### Clock network drawn from the DEF, run 1

Scale bar: 20 µm.
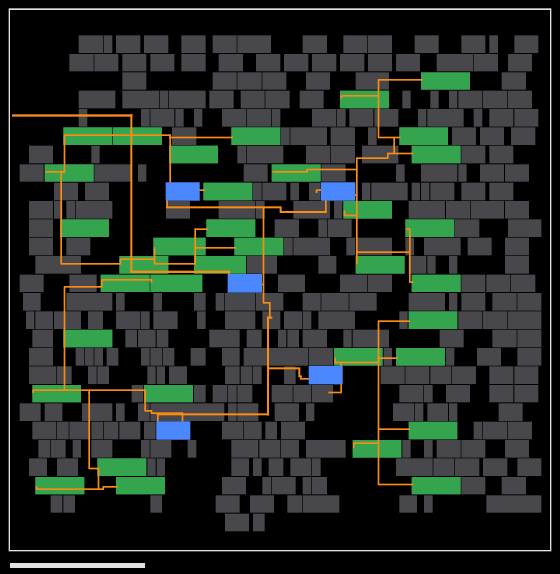
### Gate-type map, run 1

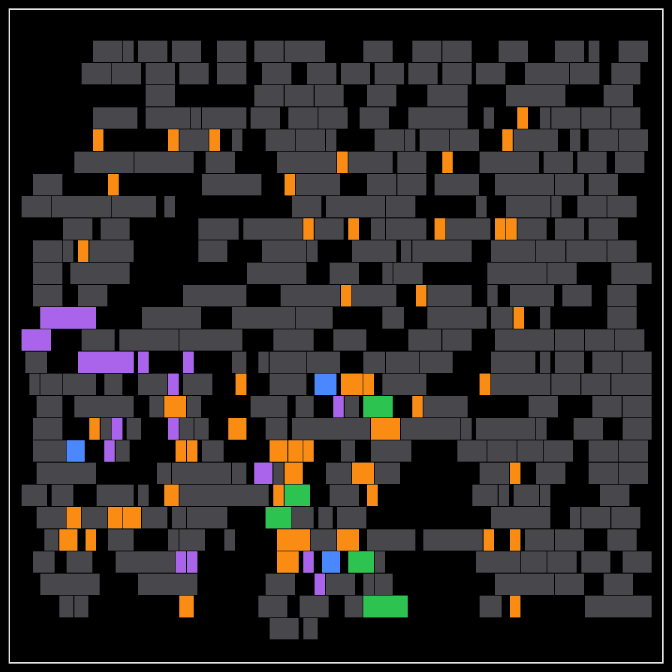
### Cells coloured by class, run 1

Scale bar: 20 µm.
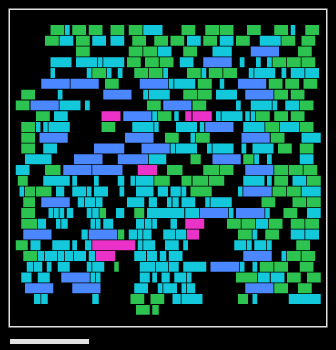
### Congestion heat map, run 1

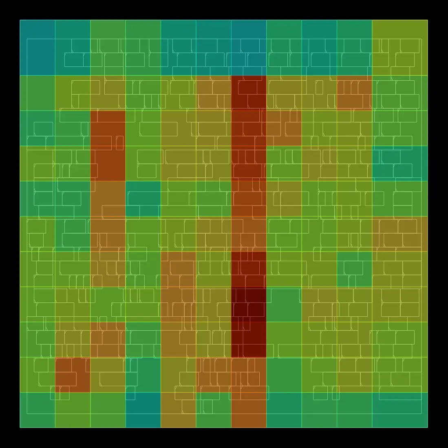
==> config.mk <==
export PLATFORM = sky130hd
export DESIGN_NAME = dp_rr_sched
export DESIGN_NICKNAME = d
export VERILOG_FILES = /design/src/rtl/dp_rr_sched_pkg.sv /design/src/rtl/dp_rr_sched_rr_pick.sv /design/src/rtl/dp_rr_sched.sv
export SDC_FILE = /design/constraint.sdc
export NUM_CORES = 1
export LEC_CHECK = 0
export CAP_MARGIN = 5
export CORE_UTILIZATION = 37
export DETAILED_ROUTE_END_ITERATION = 8
export GPL_TIMING_DRIVEN = 0
export PLACE_DENSITY = 0.77
export SYNTH_ARGS = -nofsm -noshare
export SYNTH_HDL_FRONTEND = slang
export SYNTH_SLANG_ARGS = --single-unit
==> constraint.sdc <==
create_clock -name clk -period 2.3 [get_ports clk]
set_input_delay 0.46 -clock clk [delete_from_list [all_inputs] [get_ports clk]]
set_output_delay 0.46 -clock clk [all_outputs]
set_load 0.1 [all_outputs]
==> deck_impl_summary.md, run 1 <==
Flow Results at a Glance

Status
  • Outcome: finished clean

Setup path
  • Slowest cell on the critical path: clkdlybuf4s50_1
  • WP buf/inv: 1
  • Reg2reg path depth: 10
  • Crit path max-delay family: buffers and inverters
  • CP arrival: 1800 ps
  • CP peak stage delay: 1160 ps

Clock tree
  • Root Buffer: clkbuf_8
  • CTS tree: yes
  • Clock transition at path regs: 80 ps

Placement
  • Placed insts: 425
  • DP HPWL: 5020 µm
  • GP Congestion: 0.784
  • # port buffers: 108

Final layout
  • Antenna diode count: 0
  • Nets@finish: 444
  • Layout area overhead: 61.0%
  • Share of cells above drive strength 1: 18.5%

Pwr
  • Overall power: 2220 µW
  • Maximum VDD drop: 0.401 mV
  • PwrDens: 614 mW/mm²

Detailed routing
  • Vias per cell: 5.13
  • Routed len/inst: 15.1 µm
  • Vias: 2,228

Logic synthesis
  • List of most frequent post-synthesis cells: dfxtp_1 (35), nand2_1 (33), inv_1 (32), mux2i_1 (30), o221ai_2 (20)
  • Yosys Warn Count: 0
  • Flip-flops with a built-in enable: 0
  • Synth top cell by count: dfxtp_1
  • Most used flip-flop cell: dfxtp_1
  • Syn Std Cell Area: 0.00224 mm²
  • Syn_area_per_cell: 9.16 µm²
  • Top area contributor share: 31.2%
  • Ys cells: 245

Global routing
  • Total gr overflow: 0
  • Via count of the first global-routing pass: 2,098

Min path
  • HP Class: flip-flop to flip-flop
  • Hold path depth: 2

Floorplan
  • Die H: 79.9 µm
  • Pre-Place Util: 39.5%

Run
  • Maxcap violations: 0

Final timing
  • Final Max Slew Viols: 0
  • Post-route setup slack: 39.6 ps
-- 'Clock network drawn from the DEF' (at the start) --
legend:
  green:
    item: flip-flops
    count: 35
  orange:
    item: clock wires
    length: 476 µm
  blue:
    item: clock drivers
    count: 5
routed clock nets: 6
worst skew pair latency: 290 ps
clock-net power: 554 µW
Clk pwr share: 25.0%

-- 'Gate-type map' (at the start) --
legend:
  orange:
    family: nand cells
    cells: 50
    most_used: nand2_1
  purple:
    family: nor cells
    cells: 15
    most_used: nor2_1
  green:
    family: non-inverting ao/oa cells
    cells: 5
    most_used: a22o_1
    where: bottom centre
  blue:
    family: and/or cells
    cells: 3
logic share of the area: 37.8%
highest-count logic cell in the final layout: clkdlybuf4s50_1
Post-Layout Cell Count: 434

-- 'Cells coloured by class' (at the start) --
legend:
  cyan:
    class: combinational and other logic
    cells: 195
  blue:
    class: sequential cells
    cells: 35
  magenta:
    class: clock drivers and dummy loads
    cells: 8
  green:
    class: remaining buffers and delay cells
    cells: 124
post-layout util: 63.6%
row count: 27

-- 'Congestion heat map' (at the start) --
met1 Usage GRT: 24.0%
met2 GRT Util: 35.6%
Top Usage Layer GRT: met2
gr usage total: 20.2%

-- run 1: cells in the final DEF, fill, tap and decap left out, types with 5 or more instances in the layout --
cell type / instances
nand2_1: 33
o21ai_0: 7
nand3b_1: 5
o221ai_1: 5
o221ai_2: 20
clkdlybuf4s50_1: 101
a21oi_1: 6
nand2b_1: 5
nand3_1: 5
mux2i_1: 24
nor2_1: 11
ha_1: 5
buf_4: 5
mux2i_2: 5
inv_1: 32
buf_6: 7
dfxtp_1: 32
clkbuf_8: 5
-- run 1: metal layers --
metal,routed length (µm),share of wire [%],track usage (%),vias to the layer above
met5,0,0,0,-
met1,2730,42,24.0,1028
met2,3200,49,35.6,87
li1,-,-,-,1106
met3,565,8.6,5.26,7
met4,68,1.0,5.54,0
-- run 1: per-stage QoR --
step | area [µm²] | TNS, ps | utilization [%]
finish | 3610 | 0 | 63.6
global route | 3610 | -66.5 | 63.6
CTS | 3570 | 0 | 62.9
detailed placement | 3440 | -8240 | 60.7
global placement | 3440 | -7440 | 60.7
floorplan | 2270 | -448 | -
-- run 1: final cells by class --
type / count / area (µm²) / share of cell area [%]
Tap cell: 72 / 90.1 / 2.49
Multi-Input combinational cell: 163 / 1360 / 37.8
Clock buffer: 5 / 68.8 / 1.91
Timing Repair Buffer: 109 / 1080 / 30.0
Buffer: 15 / 135 / 3.74
Clock inverter: 3 / 43.8 / 1.21
Sequential cell: 35 / 704 / 19.5
Inverter: 32 / 120 / 3.33
-- run 1: where the power goes --
group / switching (µW) / internal (µW) / total, µW
Sequential: 34.7 / 658 / 693
Clock: 232 / 323 / 554
Combinational: 614 / 356 / 969
Total: 880 / 1340 / 2220
-- run 1: logic make-up after synthesis --
| logic type | after synthesis | share of synthesized area (%) |
|---|---|---|
| AND/OR/NAND/NOR | 68 | 14.3 |
| AND-OR/OR-AND | 59 | 27.0 |
| buffers and inverters | 47 | 10.9 |
| XOR/XNOR | 1 | 0.390 |
| multiplexers | 30 | 13.4 |
| adder cells (fa/ha/maj) | 5 | 2.79 |
| flip-flops | 35 | 31.2 |
-- run 1: what timing repair did --
action	CTS	global route
pin swaps	1	1
buffers inserted	1	0
resized	33	13
setup endpoints to repair	26	28
endpoints found under the hold margin	0	0
### Register map, names as in the netlist, run 1

Scale bar: 20 µm.
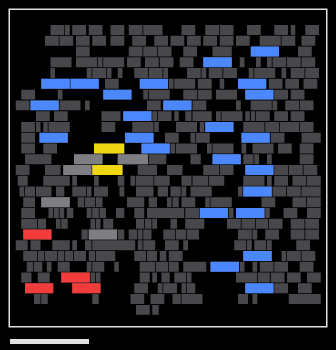

==> run 2, diff against run 1 <==
GPL_TIMING_DRIVEN = unset   (was 0)
### Register map, names as in the netlist, run 2

Scale bar: 20 µm.
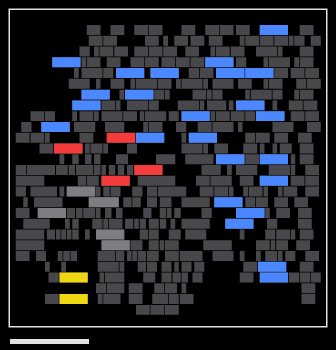
legend:
  blue:
    signal: dp_data
    placed_flops: 24
  yellow:
    signal: ptr_q
    placed_flops: 2
  red:
    signal: cnt_q
    placed_flops: 4
not coloured: 5
post-layout util: 62.9%
P_seq: 702 µW
Seq/total area: 19.7%

### Gate-type map, run 2

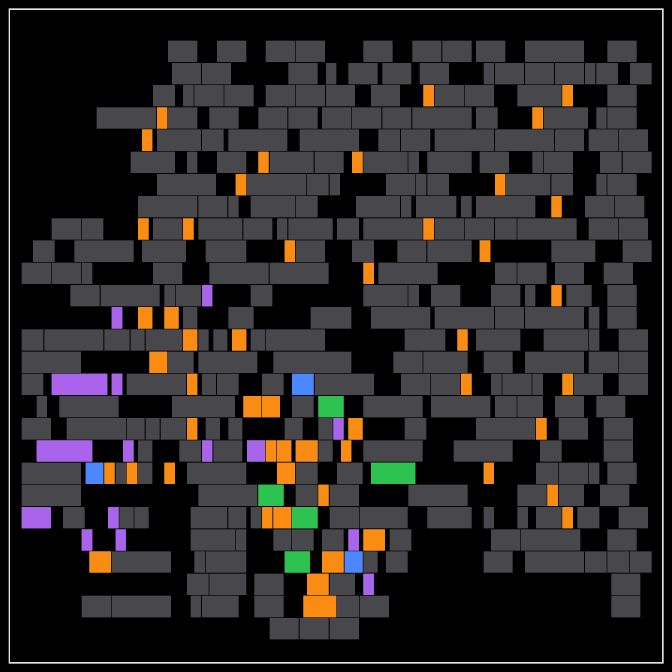
legend:
  orange:
    family: nand cells
    cells: 50
    most_used: nand2_1
  purple:
    family: nor cells
    cells: 15
    most_used: nor2_1
  green:
    family: non-inverting ao/oa cells
    cells: 5
    where: bottom centre
  blue:
    family: and/or cells
    cells: 3
logic share of the area: 37.2%
Post-Layout Cell Count: 433

==> deck_impl_summary.md, run 2 <==
Flow Results at a Glance

Pwr
  • Overall power: 2100 µW (was 2220 µW)
  • PwrDens: 589 mW/mm² (was 614 mW/mm²)
  • Switching part of the total: 41.5% (was 39.7%)
  • NetSw: 871 µW (was 880 µW)
  • Combinational Power Share: 45.7% (was 43.7%)

Floorplan
  • Pre-Place Util: 39.5% (unchanged)

Clock tree
  • Setup Buffers After CTS: 0 (was 1)
  • Worst skew pair latency: 290 ps (about the same)
  • Root Buffer: clkbuf_8 (unchanged)
  • CTS tree: yes (unchanged)

Final timing
  • Final Max Slew Viols: 0 (unchanged)
  • Post-route setup slack: 167 ps (was 39.6 ps)

Detailed routing
  • Routed len/inst: 14.8 µm (was 15.1 µm)

Min path
  • Hold path depth: 2 (unchanged)

Final layout
  • Post-route cell area: 0.00357 mm² (was 0.00361 mm²)
  • Share of cells above drive strength 1: 23.0% (was 18.5%)
  • Nets@finish: 443 (was 444)
  • Top Layout Cells: clkdlybuf4s50_1 (77), buf_4 (36), dfxtp_1 (34) (was clkdlybuf4s50_1 (101), nand2_1 (33), inv_1 (32), dfxtp_1 (32), mux2i_1 (24))

Logic synthesis
  • List of most frequent post-synthesis cells: dfxtp_1 (35), nand2_1 (33), inv_1 (32), mux2i_1 (30), o221ai_2 (20) (unchanged)
  • Flip-flops with a built-in enable: 0 (unchanged)
  • Most used flip-flop cell: dfxtp_1 (unchanged)

Global routing
  • Met1 Usage GRT: 23.1% (was 24.0%)
  • Top Usage Layer GRT: met2 (unchanged)
  • Met2 GRT Util: 35.6% (unchanged)

Setup path
  • CP arrival: 1670 ps (was 1800 ps)

Placement
  • # port buffers: 109 (was 108)
  • GP Congestion: 0.806 (was 0.784)
  • Post-DP Area: 0.00348 mm² (was 0.00344 mm²)

Status
  • Outcome: finished clean (unchanged)
### Clock network drawn from the DEF, run 2

Scale bar: 20 µm.
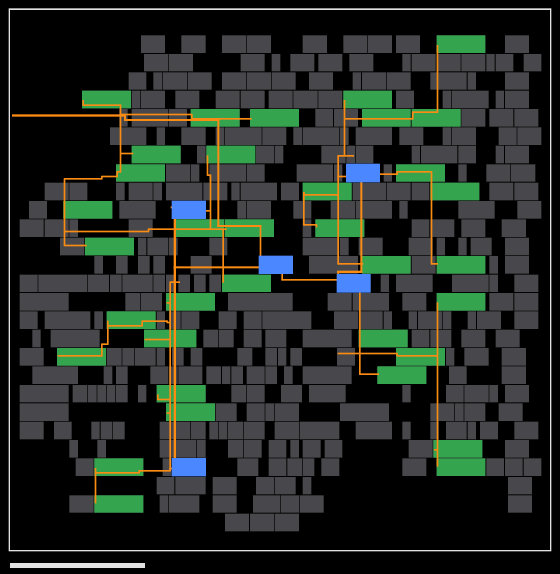
legend:
  orange:
    item: clock wires
    length: 486 µm
  green:
    item: flip-flops
    count: 35
  blue:
    item: clock drivers
    count: 5
routed clock nets: 6
Clk pwr share: 20.8%
clock-net power: 438 µW
Clock Skews: 6.22 ps

[run 2: cell types whose count changed in the layout (fill, tap and decap cells not counted), moves of 5 or more]
| cell | before | now |
|---|---|---|
| buf_12 | 0 | 10 |
| buf_4 | 5 | 36 |
| clkdlybuf4s50_1 | 101 | 77 |
| buf_6 | 7 | 0 |
| mux2i_1 | 24 | 30 |
| mux2i_2 | 5 | 0 |
[run 2: cell type report]
cell class              instances  area, µm²
inverters                      32        120
repair buffers                123       1240
clock inverters                 2       12.5
fillers                       474       2110
clock buffers                   6       72.6
flip-flops and latches         35        702
multi-input cells             163       1330
well taps                      72       90.1
[run 2: metal layers]
| layer | up-vias | share of wire [%] | routed length (µm) |
|---|---|---|---|
| met2 | 87 | 49 | 3120 |
| met4 | 0 | 1.1 | 68 |
| met5 | - | 0 | 0 |
| met3 | 7 | 7.6 | 489 |
| li1 | 1106 | - | - |
| met1 | 1023 | 43 | 2730 |
[run 2: cells by family (layout without fill, tap and decap cells)]
logic type                 count (synthesis)  count (layout)  synth area share (%)
AOI/OAI and AO/OA                         59              59                  27.0
xor gates and xnor gates                   1               1                 0.390
adders and majority gates                  5               5                  2.79
buffers and inverters                     47             163                  10.9
DFF                                       35              35                  31.2
muxes                                     30              30                  13.4
and+or+nand+nor                           68              68                  14.3
[run 2: critical path, cell delays in order, from the launching register on]
cell and delay [ps]:
dfxtp_1 600, nand2_1 290, nor3b_4 290, buf_12 200
[run 2: metrics by stage]
step / hold WS, ps / std cells
detailed placement: 449 / 425
global route: 493 / 433
finish: 460 / 433
CTS: 467 / 433
floorplan: 483 / 245
global placement: 446 / 425
[run 2: timing repair]
item                                    in CTS  in global routing
endpoints found under the setup margin       0                  1
endpoints found under the hold margin        0                  0
resized                                      0                  1
hold buffers                                 0                  0
[run 2: power groups by stage]
stage | logic (µW) | clock network [µW] | registers (µW)
3_3_place_gp | 955 | 0 | 715
2_1_floorplan | 338 | 0 | 1020
3_5_place_dp | 963 | 0 | 716
5_1_grt | 1000 | 482 | 709
6_report | 960 | 438 | 702
4_1_cts | 965 | 452 | 703
Power figures rest on the tool's default switching activity, not on a simulated workload.
